Run 1, clock wires, drivers and flops:
Bar = 20 µm.
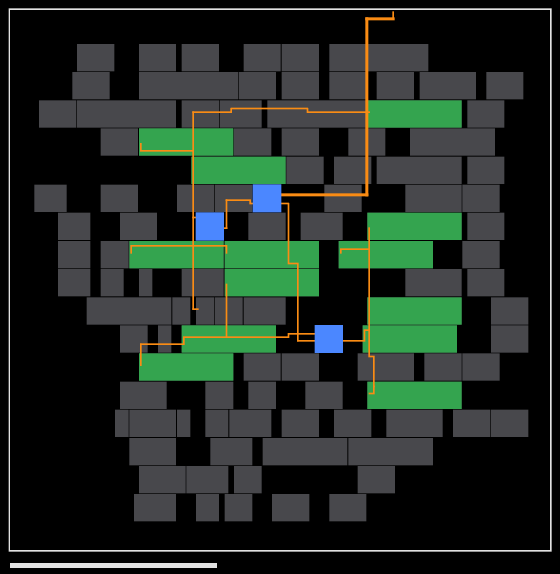
Run 1, routing congestion:
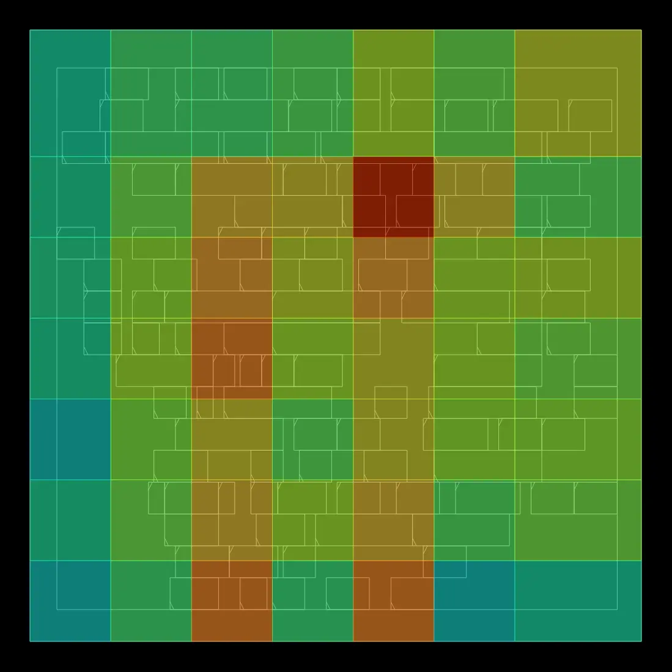
Run 1, gate families picked out:
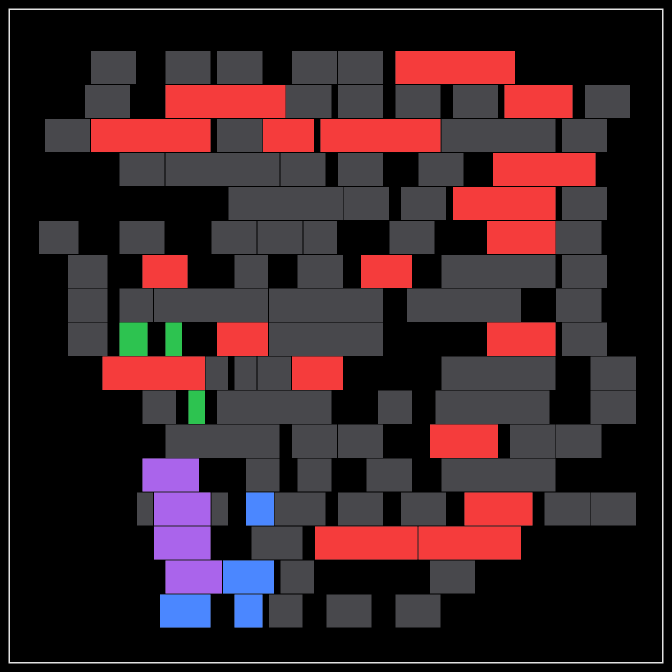
**config.mk**
```make
export PLATFORM = sky130hd
export DESIGN_NAME = mux_nx1_rr
export DESIGN_NICKNAME = d
export VERILOG_FILES = /design/src/rtl/mux_nx1_rr.sv
export SDC_FILE = /design/constraint.sdc
export NUM_CORES = 1
export LEC_CHECK = 0
export CORE_MARGIN = 2
export CORE_UTILIZATION = 35
export DETAILED_ROUTE_END_ITERATION = 6
export MAX_ROUTING_LAYER = met4
export PLACE_DENSITY = 0.84
export SYNTH_ARGS = -nofsm -noshare
export SYNTH_HDL_FRONTEND = slang
export SYNTH_SLANG_ARGS = --single-unit
```
**constraint.sdc**
```tcl
create_clock -name i_gclk -period 2.24 [get_ports i_gclk]
set_input_delay 0.56 -clock i_gclk [delete_from_list [all_inputs] [get_ports i_gclk]]
set_output_delay 0.56 -clock i_gclk [all_outputs]
set_load 0.02 [all_outputs]
```
**src/rtl/mux_nx1_rr.sv**
```systemverilog
// mux_nx1_rr: N-to-1 data mux with per-channel valid/ready and a registered output.
// MODE 0 rotates a fixed TDM slot pointer every accepted cycle; an idle slot
// becomes a bubble. MODE 1 is a work-conserving round-robin that starts its
// search at the pointer.
// Compile-time option: define MUXNX1_BACKPRESSURE_EN to let i_out_ready stall
// the output register. Without it, i_out_ready is ignored and the output
// register accepts every cycle.
module mux_nx1_rr #(
  parameter int WIDTH    = 8,
  parameter int CHANNELS = 4,
  parameter int MODE     = 0,
  localparam int CW      = (CHANNELS > 1) ? $clog2(CHANNELS) : 1
) (
  input  logic                      i_gclk,
  input  logic                      i_grst_n,
  input  logic [CHANNELS*WIDTH-1:0] i_data,
  input  logic [CHANNELS-1:0]       i_valid,
  output logic [CHANNELS-1:0]       o_ready,
  input  logic                      i_out_ready,
  output logic [WIDTH-1:0]          o_data,
  output logic                      o_valid,
  output logic [CW-1:0]             o_chan
);

  logic [CW-1:0]    r_ptr;
  logic [WIDTH-1:0] r_data;
  logic             r_valid;
  logic [CW-1:0]    r_chan;

  logic             w_accept;
  logic             w_gnt_vld;
  logic [CW-1:0]    w_gnt_idx;
  logic [CW-1:0]    w_ptr_nxt;
  logic [WIDTH-1:0] w_sel_data;

  // Explicit wrap so non-power-of-two channel counts never overflow into
  // unused pointer codes.
  function automatic logic [CW-1:0] inc_wrap(input logic [CW-1:0] x);
    return (x == CW'(CHANNELS - 1)) ? '0 : x + 1'b1;
  endfunction

`ifdef MUXNX1_BACKPRESSURE_EN
  // Output register loads when empty or when its word is consumed in this cycle.
  assign w_accept = !r_valid || i_out_ready;
`else
  logic w_unused_out_ready;
  assign w_unused_out_ready = i_out_ready;
  assign w_accept = 1'b1;
`endif

  // Grant selection: fixed slot (MODE 0), or the first valid channel at or after ptr (MODE 1).
  always_comb begin
    logic [CW:0] v_idx;
    w_gnt_vld = 1'b0;
    w_gnt_idx = r_ptr;
    v_idx     = '0;
    if (MODE == 0) begin
      w_gnt_vld = i_valid[r_ptr];
    end else begin
      // Walk from the farthest offset down to 0 so the nearest valid channel wins.
      for (int k = CHANNELS - 1; k >= 0; k--) begin
        v_idx = {1'b0, r_ptr} + (CW+1)'(k);
        if (v_idx >= (CW+1)'(CHANNELS)) v_idx = v_idx - (CW+1)'(CHANNELS);
        if (i_valid[v_idx[CW-1:0]]) begin
          w_gnt_vld = 1'b1;
          w_gnt_idx = v_idx[CW-1:0];
        end
      end
    end
  end

  assign w_sel_data = i_data[w_gnt_idx*WIDTH +: WIDTH];

  // Pointer advance: every accepted slot in TDM, past the winner in round-robin.
  always_comb begin
    w_ptr_nxt = r_ptr;
    if (MODE == 0)      w_ptr_nxt = inc_wrap(r_ptr);
    else if (w_gnt_vld) w_ptr_nxt = inc_wrap(w_gnt_idx);
  end

  // One-hot ready toward the granted channel; forced low while in reset.
  for (genvar i = 0; i < CHANNELS; i++) begin : g_rdy
    assign o_ready[i] = w_accept && w_gnt_vld && (w_gnt_idx == CW'(i)) && i_grst_n;
  end

  // Output stage and pointer; a bubble clears valid but keeps the last data/chan.
  always_ff @(posedge i_gclk or negedge i_grst_n) begin
    if (!i_grst_n) begin
      r_ptr   <= '0;
      r_data  <= '0;
      r_valid <= 1'b0;
      r_chan  <= '0;
    end else if (w_accept) begin
      r_valid <= w_gnt_vld;
      r_ptr   <= w_ptr_nxt;
      if (w_gnt_vld) begin
        r_data <= w_sel_data;
        r_chan <= w_gnt_idx;
      end
    end
  end

  assign o_data  = r_data;
  assign o_valid = r_valid;
  assign o_chan  = r_chan;

endmodule

```
==> job_summary.md, run 1 <==
### Yosys + OpenROAD results

| Metric | Value |
|---|---|
| Mean area per synthesized cell | 15.9 µm² |
| Worst EP required | 1680 ps |
| Number of setup violations in the final report | 0 |
| Layout cells sized above 1 | 26.2% |
| Slew headroom | 84.5% |
| Max Root-Sink Buffers | 2 |
| Mapped Area | 813 µm² |
| Total power | 0.000586 W |
| Least-Margin Pin Slew | 232 ps |
| CTS resizes | 28 |
| Core ar. | 0.00221 mm² |
| Log Warnings | 30 |
| Number of CTS-inserted buffers | 3 |
| Detailed Route Iter0 Violations | 1 |
| Nets@finish | 151 |
| CP Class | input pin to output pin |
| CTS Sinks | 13 |
| Register area | 325 µm² |
| Cell depth of the worst hold path | 1 |
| Initial antenna violation count | 0 |
| Remaining DRCs | 0 |
| Detailed-route via count | 668 |
| Reg2reg setup slack | 590 ps |
| Setup TNS | 0 ps |
| MaxCap Viol Count | 0 |
| DIE WIDTH | 52.2 µm |
| Gr ovfl total | 0 |
| Net load switching power | 0.000146 W |
| Crit path max-delay family | multiplexers |
| Logic area | 459 µm² |
| Total nets after synthesis | 94 |
| CP Capture Type | output pin |
| Chip Area | 0.00273 mm² |
| Critical-path top delay cell | mux4_2 |
| Slowest cell delay on critical path | 520 ps |
| Worst Path Max Fanout | 5 |
| CP startpoint kind | input pin |
| R2R Path Start | r_ptr[0] |
| TritonRoute pass-1 iters | 4 |
| Antenna-violating nets left | 0 |
| Hold Fails Final Rpt | 0 |
| Clock transition at path regs | 80 ps |
| Sw frac | 24.8% |
| CTS Hold Bufs | 0 |
| Int Power | 0.000440 W |
| Clock power frac | 24.4% |
| Sequential power share | 44.7% |
| Max VDD drop | 315 µV |
| Global-route wire length before repair | 3190 µm |
| YS chip area | 813 µm² |
| R2R depth | 3 |
| Fin. max-slew vios | 0 |
| Yosys warns | 0 |
| Status | finished, final reports clean |
| Htree depth | 1 |
| Vias in the first global route | 643 |
| Clk_lat worst skew | 270 ps |
| CP bufs+invs | 2 |
| Row cnt | 17 |
| Cell Type Count | 16 |
| N_diodes | 0 |
| Hold Path Sink | o_data[4] |
| RSZ-0062 raised after global routing | false |
| Lkg Pwr | 0.619 nW |
| Via density | 4.95 |
| Yosys reg bits | 13 |
| Layout area overhead | 71.8% |
| Most numerous logic cell after layout | clkdlybuf4s50_1 |
| Post-CTS Setup Bufs | 0 |
| Minimum clock period | 2200 ps |
| CP arrival | 1640 ps |
| Cells in synth_stat.txt | 51 |
| Io pins | 54 |
| HP Class | register to register |
| Cell area power density | 419 mW/mm² |
| Floorplan Utilization | 36.8% |
| Clock root buffer | clkbuf_4 |
| FF-to-FF End | o_data[5] |
| Worst Hold Launch | o_data[4] |
| Post-Syn Instances | 51 |
| Port bufs | 52 |
| Post-layout period usage of the worst path | 98.1% |
| Largest net degree at the start of global routing | 17 |
| Final WL | 2070 µm |
| Seq share, synth | 40.0% |
| Critical Path, Cell by Cell | dlygate4sd2_1 -> mux4_2 -> and3_4 -> buf_6 |
| Die y size | 52.2 µm |
| Comb power frac | 30.9% |
| GPL Wtd Cong | 0.767 |
| CTS tree | yes |
| Filler instances | 190 |
| Fmax | 455 MHz |
| Most instantiated logic cells after routing | clkdlybuf4s50_1, dfrtp_1, buf_4, mux4_2, mux2_4 |
Back to the opening pictures, 'clock wires, drivers and flops':
blue -> clock-net drivers  # count 3
orange -> clock wires  # length 164 µm
green -> flip-flops  # count 13
routed clock nets = 4
clock network power: 0.000143 W
Clock Skew: 3.73 ps

Back to the opening pictures, 'routing congestion':
fin util: 63.2%
drt wl/cell: 15.3 µm
met1 Resource Use GR: 20.0%
GR Util met3: 3.43%
Total GRT Usage: 17.0%

Back to the opening pictures, 'gate families picked out':
purple -> fa/ha/maj cells  # cells 4, where south-west
blue -> and/or cells  # cells 4
red -> mux cells  # cells 19
green -> nor cells  # cells 3

==> run 1: Yosys cell counts <==
cell | instances | share of area (%)
dfrtp_1 | 13 | 40
mux2_4 | 5 | 9.2
mux4_2 | 5 | 14
and3_1 | 4 | 3.1
ha_1 | 4 | 6.2
mux2_2 | 4 | 5.5
mux4_1 | 4 | 13
buf_6 | 2 | 2.8
inv_1 | 2 | 0.92
nor2_1 | 2 | 0.92
a211oi_1 | 1 | 0.92
a21oi_1 | 1 | 0.61
buf_2 | 1 | 0.61
clkbuf_1 | 1 | 0.46
mux2i_1 | 1 | 1.2
nor2b_1 | 1 | 0.77
==> run 1: power groups by stage <==
stage | clock, W | combinational [W] | sequential [W]
2_1_floorplan | 0 | 0.0000459 | 0.000289
5_1_grt | 0.000171 | 0.000191 | 0.000264
6_report | 0.000143 | 0.000181 | 0.000262
3_3_place_gp | 0 | 0.000180 | 0.000265
4_1_cts | 0.000150 | 0.000184 | 0.000262
3_5_place_dp | 0 | 0.000184 | 0.000266
==> run 1: sequential cells by signal, summed over array words and instances (netlist names) <==
name	flops
o_valid	1
o_data	8
o_chan	2
r_ptr	2
==> run 1: metal layers <==
layer / vias up / track usage (%) / wire length, µm
li1: 309 / - / -
met1: 337 / 20.0 / 807
met2: 20 / 29.3 / 1160
met3: 2 / 3.43 / 83
met4: 0 / 5.13 / 17
met5: - / - / 0
==> run 1: worst max path at each step <==
stage,start,end,depth (start not counted)
2_1_floorplan,i_valid[3],o_ready[0],3
3_5_place_dp,i_valid[3],o_ready[2],4
6_report,i_valid[3],o_ready[1],4
3_3_place_gp,i_valid[3],o_ready[0],4
5_1_grt,i_valid[3],o_ready[0],4
4_1_cts,i_valid[3],o_ready[2],4
==> run 1: area by class of cell <==
type | count | share of cell area, %
clock inverter | 1 | 0.358
tap | 28 | 2.51
multi-input combinational | 32 | 32.9
clock buffer | 3 | 1.61
timing repair buffer | 56 | 38.9
inverter | 2 | 0.537
sequential | 13 | 23.3
==> run 1: cells by family (layout without fill, tap and decap cells) <==
logic type / Yosys count / in the layout / share of synthesized area, %
multiplexers: 19 / 19 / 42.8
flip-flops: 13 / 13 / 40.0
AND/OR/NAND/NOR: 7 / 7 / 4.77
buffers and inverters: 6 / 62 / 4.77
adder cells (fa/ha/maj): 4 / 4 / 6.15
AND-OR/OR-AND: 2 / 2 / 1.54
==> run 1: metrics by stage <==
step	hold WS (ps)	area [µm²]	instances	util, %	setup slack [ps]
floorplan	264	813	51	-	189
global placement	491	1370	131	61.8	-544
detailed placement	492	1370	131	61.8	-564
CTS	518	1400	135	63.2	39.6
global route	533	1400	135	63.2	4.61
finish	515	1400	135	63.2	41.7
==> inputs of run 2 (changes only) <==
==> config.mk (replaced) <==
export PLATFORM = sky130hd
export DESIGN_NAME = mux_nx1_rr
export DESIGN_NICKNAME = d
export VERILOG_FILES = /design/src/rtl/mux_nx1_rr.sv
export SDC_FILE = /design/constraint.sdc
export NUM_CORES = 1
export LEC_CHECK = 0
export CORE_UTILIZATION = 38
export DETAILED_ROUTE_END_ITERATION = 6
export MAX_ROUTING_LAYER = met4
export PLACE_DENSITY = 0.9
export SYNTH_ARGS = -nofsm -noshare
export SYNTH_HDL_FRONTEND = slang
export SYNTH_SLANG_ARGS = --single-unit
==> constraint.sdc (replaced) <==
create_clock -name i_gclk -period 2.6 [get_ports i_gclk]
set_input_delay 0.65 -clock i_gclk [delete_from_list [all_inputs] [get_ports i_gclk]]
set_output_delay 0.65 -clock i_gclk [all_outputs]
set_load 0.02 [all_outputs]
==> run 2 against run 1 <==
  * Core utilization increased by 7.3 points
  * Sequential share of layout area stayed put
  * Clock-buffer cell count rose by 1
  * Clock skew fell by 2.6 ps
  * Critical path depth unchanged
  * Die area fell by 15%
  * Critical endpoint is now o_ready[0]
  * Non-clock buffer count unchanged
  * Clock power down 16%
  * Sequential power fell by 14%
  * Hold slack got worse by 3.0 ps
  * First-iteration DRC count rose to 3.0 times the previous value
  * Register-to-register slack improved by 390 ps
==> job_summary.md, run 2 <==
### Yosys + OpenROAD results

| Metric | Value |
|---|---|
| Status | finished, final reports clean |
| Final WL | 1980 µm (-4.2%) |
| Post-synth EDFFs | 0 (unchanged) |
| Cell area power density | 359 mW/mm² (-14%) |
| Remaining DRCs | 0 (unchanged) |
| Reg2reg setup slack | 980 ps (+390 ps) |
| YS chip area | 813 µm² (unchanged) |
| Most instantiated logic cells after routing | clkdlybuf4s50_1, dfrtp_1, buf_4, mux4_2, mux2_4 |
| Chip Area | 0.00233 mm² (-15%) |
| Clock root buffer | clkbuf_4 |
| MaxCap Viol Count | 0 (unchanged) |
| Crit path max-delay family | buffers and inverters |
| Critical-path top delay cell | mux4_2 |
| Htree depth | 1 (unchanged) |
| Place WS | -381 ps (+183 ps) |
| Layout cells sized above 1 | 26.2% (unchanged) |
| Yosys reg bits | 13 (unchanged) |
| Commonest flop | dfrtp_1 |
| Wl on met1 | 764 µm (-5.3%) |
| Max Root-Sink Buffers | 2 (unchanged) |
| Antenna-violating nets left | 0 (unchanged) |
| R2R Path Start | r_ptr[0] |
| Layout area overhead | 71.8% (unchanged) |
| Hpwl dp | 1620 µm |
| Cells in synth_stat.txt | 51 (unchanged) |
| CP startpoint kind | input pin |
| Log Warnings | 31 (+3.3%) |
| Number of setup violations in the final report | 0 (unchanged) |
| Hold Fails Final Rpt | 0 (unchanged) |
| Max reg flops | 8 (unchanged) |
| Drt wl/cell | 14.8 µm (-3.4%) |
| Cell area after layout | 0.00140 mm² (unchanged) |
| Hold Path Sink | o_data[0] |
| Yosys warns | 0 (unchanged) |
| R2R depth | 3 (unchanged) |
| Floorplan Utilization | 41.0% (+4.3 points) |
| Mapped Area | 813 µm² (unchanged) |
| Fa+ha+maj area frac | 6.15% (unchanged) |
| Total power | 0.000502 W (-14%) |
| Post-CTS Setup Bufs | 0 (unchanged) |
| Seq share, synth | 40.0% (unchanged) |
| Total nets after synthesis | 94 (unchanged) |
| Post-Syn Instances | 51 (unchanged) |
| Dominant kind of combinational cell | multiplexers |
| Io pins | 54 (unchanged) |
| Max VDD drop | 301 µV (-4.4%) |
| Basic Gates by Area | 4.77% (unchanged) |
| Filler instances | 145 (-24%) |
| Total GRT Usage | 16.7% (-0.29 points) |
| Aoi share | 1.54% (unchanged) |
| Least-Margin Pin Slew | 320 ps (+88.2 ps) |
| Lkg Pwr | 0.626 nW (+1.1%) |
| Slew headroom | 78.6% (-5.8 points) |
| CP bufs+invs | 2 (unchanged) |
| Nets@finish | 151 (unchanged) |
| Slowest cell delay on critical path | 520 ps (about the same) |
| Port bufs | 52 (unchanged) |
| Worst setup margin | 2.83 ps (-38.9 ps) |
| Worst Path Max Fanout | 5 (unchanged) |
| Ys async rst share | 100% (unchanged) |
| Top-area cell share | 40.0% (unchanged) |
| Worst EP required | 1950 ps (+270 ps) |
| Via density | 5.02 (+1.5%) |
| Largest net degree at the start of global routing | 17 (unchanged) |
| Initial antenna violation count | 0 (unchanged) |
| Gr ovfl total | 0 (unchanged) |
| FF-to-FF End | o_data[5] |
| Xor+xnor area frac | 0% (unchanged) |
| Number of CTS-inserted buffers | 3 (unchanged) |
| Placed cell area | 0.00137 mm² (about the same) |
| Cell depth of the worst hold path | 1 (unchanged) |
| Synth area leader | dfrtp_1 |
| CTS tree | yes |
| HP Class | register to register |
| Die y size | 48.3 µm (-7.6%) |
| Clock Skew | 1.09 ps (-2.64 ps) |
| Fin. max-slew vios | 0 (unchanged) |
| Worst Hold Launch | o_data[0] |
| Synth cell count leaders | dfrtp_1, mux2_4, mux4_2 |
| CP Capture Type | output pin |
| RSZ-0062 raised after global routing | true |
| Critical Path, Cell by Cell | clkdlybuf4s50_1 -> mux4_2 -> and3_1 -> buf_2 |
| Detailed-route via count | 673 (+0.75%) |
| Clk_lat worst skew | 260 ps (about the same) |
| GPL Wtd Cong | 0.658 (-14%) |
| Top cells by area | dfrtp_1, mux4_2, mux4_1 |
| Cell Type Count | 16 (unchanged) |
| Met2 WL | 1010 µm (-13%) |
| Clock transition at path regs | 80 ps (about the same) |
| Row cnt | 16 (-1) |
| Fmax | 385 MHz |
| Vias in the first global route | 635 (-1.2%) |
| Multiplexer area fraction after synthesis | 42.8% (unchanged) |
| CP arrival | 1950 ps (+310 ps) |
| Core ar. | 0.00198 mm² (-10%) |
| Detailed Route Iter0 Violations | 3 (+2) |
| TritonRoute pass-1 iters | 3 (-1) |
| Minimum clock period | 2600 ps |
| Global-route wire length before repair | 2570 µm (-19%) |
| CP Class | input pin to output pin |
| Post-layout period usage of the worst path | 99.9% |
| DIE WIDTH | 48.3 µm (-7.6%) |
| Top sig layer | met4 |
| Met3 Routed Length | 192 µm (+130%) |
| N_diodes | 0 (unchanged) |
| CTS Sinks | 13 (unchanged) |
| Mean area per synthesized cell | 15.9 µm² (unchanged) |
| Yosys top cell by instances | dfrtp_1 |
-- run 2: cell counts after synthesis --
No cell type changed its count.
-- run 2: logic make-up (layout without fill, tap and decap cells) --
group / Yosys count / count (layout)
AOI/OAI and AO/OA: 2 / 2
adders and majority gates: 4 / 4
buffers and inverters: 6 / 62
DFF: 13 / 13
muxes: 19 / 19
and+or+nand+nor: 7 / 7
-- run 2: how the worst max path moves through the flow --
stage	from	endpoint	slack, ps	depth (start not counted)
floorplan	i_valid[3]	o_ready[0]	370	3
global placement	i_valid[3]	o_ready[3]	-370	4
detailed placement	i_valid[3]	o_ready[1]	-380	4
CTS	i_valid[3]	o_ready[1]	4	4
global route	i_valid[2]	o_ready[0]	-20	4
finish	i_valid[1]	o_ready[0]	3	4
-- run 2: area by class of cell --
cell class              instances  area [µm²]  area share (%)
inverters                       2        7.51           0.537
repair buffers                 56         541            38.7
clock buffers                   4        26.3            1.88
multi-input cells              32         464            33.2
flip-flops and latches         13         325            23.3
well taps                      27        33.8            2.42
-- run 2: timing repair --
action,in CTS,in global routing
hold buffers,0,0
resized,16,7
setup endpoints to repair,4,4
-- run 2: power by group --
group | total (W) | switching, W | internal (W) | leakage, nW
Combinational | 0.000157 | 0.0000508 | 0.000106 | 0.457
Clock | 0.000120 | 0.0000605 | 0.0000592 | 0.0150
Sequential | 0.000225 | 0.00000789 | 0.000217 | 0.154
-- run 2: through the flow --
stage	util [%]	cells	setup TNS [ps]	hold slack (ps)
after CTS	69.3	134	0	515
after detailed placement	68.9	130	-1500	494
after global placement	68.9	130	-1460	489
final	70.5	134	0	512
after floorplan	-	51	0	354
after global routing	70.5	134	-66.8	531
-- run 2: per-layer routing --
layer,global-route usage [%],up-vias
li1,-,311
met1,18.9,324
met2,28.8,36
met3,2.96,2
met4,6.67,0
met5,-,-
Run 2, where the registers sit:
Bar = 10 µm. Other sequential cells in the stronger grey, the rest of the logic in the fainter grey.
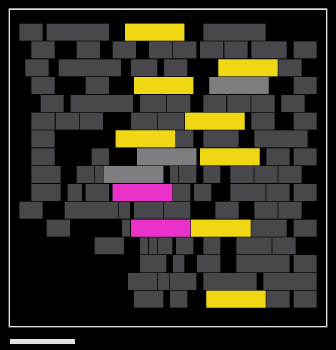
yellow -> o_data  # placed flops 8
magenta -> r_ptr  # placed flops 2
not coloured = 3
register area: 325 µm²
P_seq: 0.000225 W
fin util: 70.5%
fraction of area in registers: 23.3%

Run 2, gate families picked out:
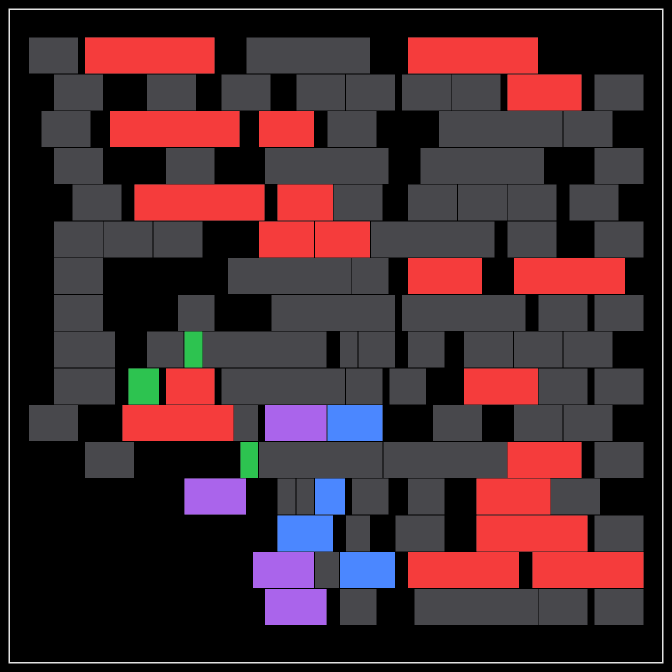
red -> mux cells  # cells 19
green -> nor cells  # cells 3
purple -> fa/ha/maj cells  # cells 4, where south
blue -> and/or cells  # cells 4, where south
final non-filler cell total: 134
Comb area share: 33.2%
most numerous logic cell after layout: clkdlybuf4s50_1

No activity file was given, so power comes from the tool's default toggle rates.
